**config.mk**
```make
export PLATFORM = sky130hd
export DESIGN_NAME = flag_controller
export DESIGN_NICKNAME = d
export VERILOG_FILES = /design/src/rtl/flag_controller.sv
export SDC_FILE = /design/constraint.sdc
export NUM_CORES = 1
export LEC_CHECK = 0
export CORE_MARGIN = 3
export CORE_UTILIZATION = 44
export CTS_CLUSTER_SIZE = 14
export DETAILED_ROUTE_END_ITERATION = 10
export PLACE_DENSITY = 0.95
export SETUP_SLACK_MARGIN = 0.05
export SYNTH_ARGS = -nofsm -noshare
export SYNTH_HDL_FRONTEND = slang
export SYNTH_SLANG_ARGS = --single-unit
export TNS_END_PERCENT = 1
```
**constraint.sdc**
```tcl
create_clock -name clk -period 2.6 [get_ports clk]
set_input_delay 0.26 -clock clk [delete_from_list [all_inputs] [get_ports clk]]
set_output_delay 0.26 -clock clk [all_outputs]
set_load 0.05 [all_outputs]
```
**src/rtl/flag_controller.sv**
```systemverilog
// flag_controller
//   Write-port sequencer/arbiter for the 8-bit processor status register P.
//   It merges four update sources into per-bit write enables and data:
//   ALU flag results, explicit set/clear, stack pulls and interrupt/BRK entry.
//   It also detects NMI edges, masks IRQ with the I flag, formats the status
//   byte for pushes (BRK/IRQ/NMI entry and PHP) and initialises P after reset.
//
//   Optional build macro: FLAG_CTRL_CMOS_DCLR_EN
//     defined   -> interrupt/BRK entry also clears D (65C02 behaviour)
//     undefined -> D is left untouched on entry (NMOS behaviour)
//
// Ports
//   clk, reset                 clock (rising edge), async active-high reset
//   p_q[7:0]                   current P register contents
//   alu_valid/alu_mask/alu_flags   ALU flag update request
//   sc_valid/sc_bit/sc_val     explicit set/clear of one bit
//   pull_valid/pull_data       P loaded from the stack
//   brk_req, php_req           single-cycle instruction pulses
//   nmi_n, irq_n, int_ack      interrupt lines and core acknowledge
//   ena[7:0], d[7:0]           registered per-bit write enable / data to P
//   int_req, int_is_nmi        interrupt pending / NMI vector select
//   push_valid, push_data[7:0] registered stack write of the status byte
//   busy                       sequencer is not idle
module flag_controller #(
    parameter logic [7:0] P_INIT = 8'h34
) (
    input  logic       clk,
    input  logic       reset,
    input  logic [7:0] p_q,
    input  logic       alu_valid,
    input  logic [7:0] alu_mask,
    input  logic [7:0] alu_flags,
    input  logic       sc_valid,
    input  logic [2:0] sc_bit,
    input  logic       sc_val,
    input  logic       pull_valid,
    input  logic [7:0] pull_data,
    input  logic       brk_req,
    input  logic       php_req,
    input  logic       nmi_n,
    input  logic       irq_n,
    input  logic       int_ack,
    output logic [7:0] ena,
    output logic [7:0] d,
    output logic       int_req,
    output logic       int_is_nmi,
    output logic       push_valid,
    output logic [7:0] push_data,
    output logic       busy
);

    typedef enum logic [1:0] {
        ST_INIT = 2'd0,
        ST_IDLE = 2'd1,
        ST_PUSH = 2'd2,
        ST_SETI = 2'd3
    } state_t;

    // Bits 5 and 4 of P are not real storage, so a pull never writes them.
    localparam logic [7:0] PULL_MASK = 8'hCF;
    localparam logic [7:0] SETI_D    = 8'h04;
`ifdef FLAG_CTRL_CMOS_DCLR_EN
    localparam logic [7:0] SETI_ENA  = 8'h0C;   // set I, clear D
`else
    localparam logic [7:0] SETI_ENA  = 8'h04;   // set I only
`endif

    state_t     state;
    logic       nmi_prev;      // nmi_n from the previous cycle
    logic       nmi_latch;     // falling edge seen, not yet serviced
    logic       push_b;        // B bit for the pending entry push
    logic       nmi_svc;       // current entry is servicing the NMI

    logic       in_idle;
    logic       nmi_fall;
    logic       nmi_clear;
    logic [7:0] pull_en;
    logic [7:0] sc_en;
    logic [7:0] alu_en;
    logic [7:0] arb_ena;
    logic [7:0] arb_d;

    assign in_idle   = (state == ST_IDLE);
    assign nmi_fall  = nmi_prev & ~nmi_n;
    assign nmi_clear = (state == ST_SETI) & nmi_svc;

    assign int_req    = in_idle & (nmi_latch | (~irq_n & ~p_q[2]));
    // While idle this reports what would be serviced; once an entry has
    // started it reports the value captured at acknowledge.
    assign int_is_nmi = in_idle ? nmi_latch : nmi_svc;
    assign busy       = ~in_idle;

    assign pull_en = pull_valid ? PULL_MASK : 8'h00;
    assign sc_en   = sc_valid ? (8'h01 << sc_bit) : 8'h00;
    assign alu_en  = alu_valid ? alu_mask : 8'h00;

    // Per-bit arbitration: enables are OR-ed, data comes from the
    // highest-priority source (pull > set/clear > ALU) that enables the bit.
    generate
        for (genvar gi = 0; gi < 8; gi++) begin : g_arb
            assign arb_ena[gi] = pull_en[gi] | sc_en[gi] | alu_en[gi];
            assign arb_d[gi]   = pull_en[gi] ? pull_data[gi] :
                                 sc_en[gi]   ? sc_val        :
                                 alu_en[gi]  ? alu_flags[gi] : 1'b0;
        end
    endgenerate

    always_ff @(posedge clk or posedge reset) begin
        if (reset) begin
            state      <= ST_INIT;
            ena        <= 8'h00;
            d          <= 8'h00;
            push_valid <= 1'b0;
            push_data  <= 8'h00;
            nmi_prev   <= 1'b1;
            nmi_latch  <= 1'b0;
            push_b     <= 1'b0;
            nmi_svc    <= 1'b0;
        end else begin
            nmi_prev <= nmi_n;
            // A new edge arriving while the latch is cleared still wins.
            nmi_latch <= (nmi_latch & ~nmi_clear) | nmi_fall;

            ena        <= 8'h00;
            d          <= 8'h00;
            push_valid <= 1'b0;

            case (state)
                ST_INIT: begin
                    ena   <= 8'hFF;
                    d     <= P_INIT;
                    state <= ST_IDLE;
                end
                ST_IDLE: begin
                    ena <= arb_ena;
                    d   <= arb_d;
                    if (php_req) begin
                        push_valid <= 1'b1;
                        push_data  <= p_q | 8'h30;
                    end
                    if (brk_req) begin
                        state   <= ST_PUSH;
                        push_b  <= 1'b1;
                        nmi_svc <= 1'b0;
                    end else if (int_ack && int_req) begin
                        state   <= ST_PUSH;
                        push_b  <= 1'b0;
                        nmi_svc <= nmi_latch;
                    end
                end
                ST_PUSH: begin
                    push_valid <= 1'b1;
                    push_data  <= {p_q[7:6], 1'b1, push_b, p_q[3:0]};
                    state      <= ST_SETI;
                end
                ST_SETI: begin
                    ena   <= SETI_ENA;
                    d     <= SETI_D;
                    state <= ST_IDLE;
                end
                default: state <= ST_INIT;
            endcase
        end
    end

endmodule

```
==> results.toml <==
# synthesis and place-and-route metrics
[run_status]
status = "finished clean"

[setup_path]
cp_slowest_stage_delay_ps = 800
worstPathArrival_ps = 2190

[global_routing]
grt_pass1_vias = 1374
grt_util_met1_pct = 24.3

[logic_synthesis]
ys_area_um2 = 1560
synth_nets = 191
synthAdderAreaFrac_pct = 4.02
edf_count = 0
synthCells = 140
yosys_warnings = 0

[pwr]
power_frac_comb_pct = 59.0
powerSeq_uw = 772

[flow_run]
drv_cap = 0
warning_count = 35

[route]
first_iter_violations = 39
dr.pass1.iters = 4
vias = 1370
ant_nets = 0

[die]
n_tap_cell = 44
die-area_um2 = 4290

[final_layout]
final-clk-cell-share_pct = 3.63
final_cells = 257
clkbuf_count = 6
logic_gates = 97
final_cell_mix = "clkdlybuf4s50_1 (68), dfrtp_1 (30), o21ai_0 (10)"

[sta]
max_freq_mhz = 408
rsz0062_at_grt = "yes"
slew_violations = 0
min_period_ps = 2450
relSlewSlack_pct = 59.5

[clock_tree]
hold_buffers = 0
clockBufferDepth = 2

[placed_design]
placed_cell_area_um2 = 2280
place_inst = 249
gp_congestion = 0.823
-- Yosys cell counts (2+ instances only) --
| cell | n |
|---|---|
| nand2b_1 | 6 |
| a21oi_1 | 4 |
| o21ai_0 | 10 |
| inv_1 | 7 |
| buf_2 | 2 |
| and4bb_1 | 2 |
| o311a_1 | 5 |
| mux2_2 | 5 |
| and4b_1 | 2 |
| nand3_1 | 7 |
| dfrtp_1 | 30 |
| ha_1 | 5 |
| nor2_1 | 9 |
| a211oi_1 | 6 |
| and3_1 | 3 |
| and2_1 | 5 |
| nand2_1 | 7 |
| mux2i_1 | 5 |
| clkbuf_1 | 2 |
-- state kept, by name, indices dropped and copies added (netlist names) --
register    flops
d               8
ena             8
push_data       8
state           2
nmi_latch       1
nmi_prev        1
nmi_svc         1
push_b          1
push_valid      1
Fig. 1: signal wires on met1
The bar under the picture is 20 µm long.
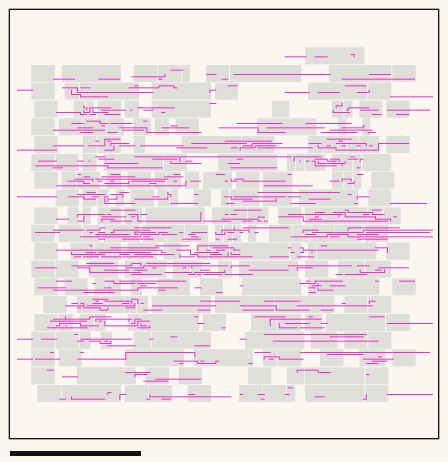
longest straight run: 23.9 µm
nets with wire on the layer: 215

Fig. 2: signal wires on met2
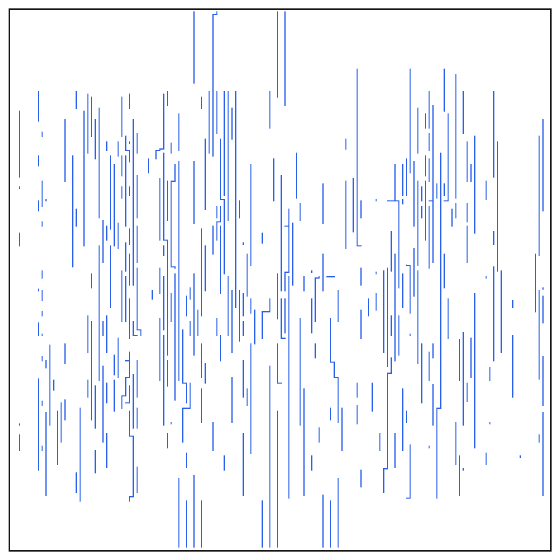
share of all routed wire: 47%
nets with wire on the layer: 228
wire length on this layer: 1750 µm
main direction: vertical
final wirelength: 3.75 mm
met2 GRT Util: 32.7%

Fig. 3: M3 wires
The bar under the picture is 20 µm long.
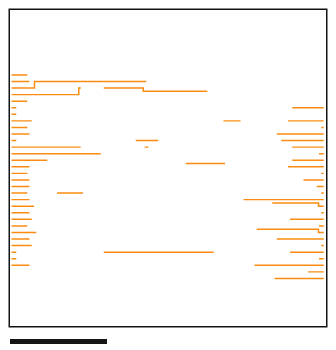
nets with wire on the layer: 60
longest straight run: 23.0 µm
share of all routed wire: 9.9%

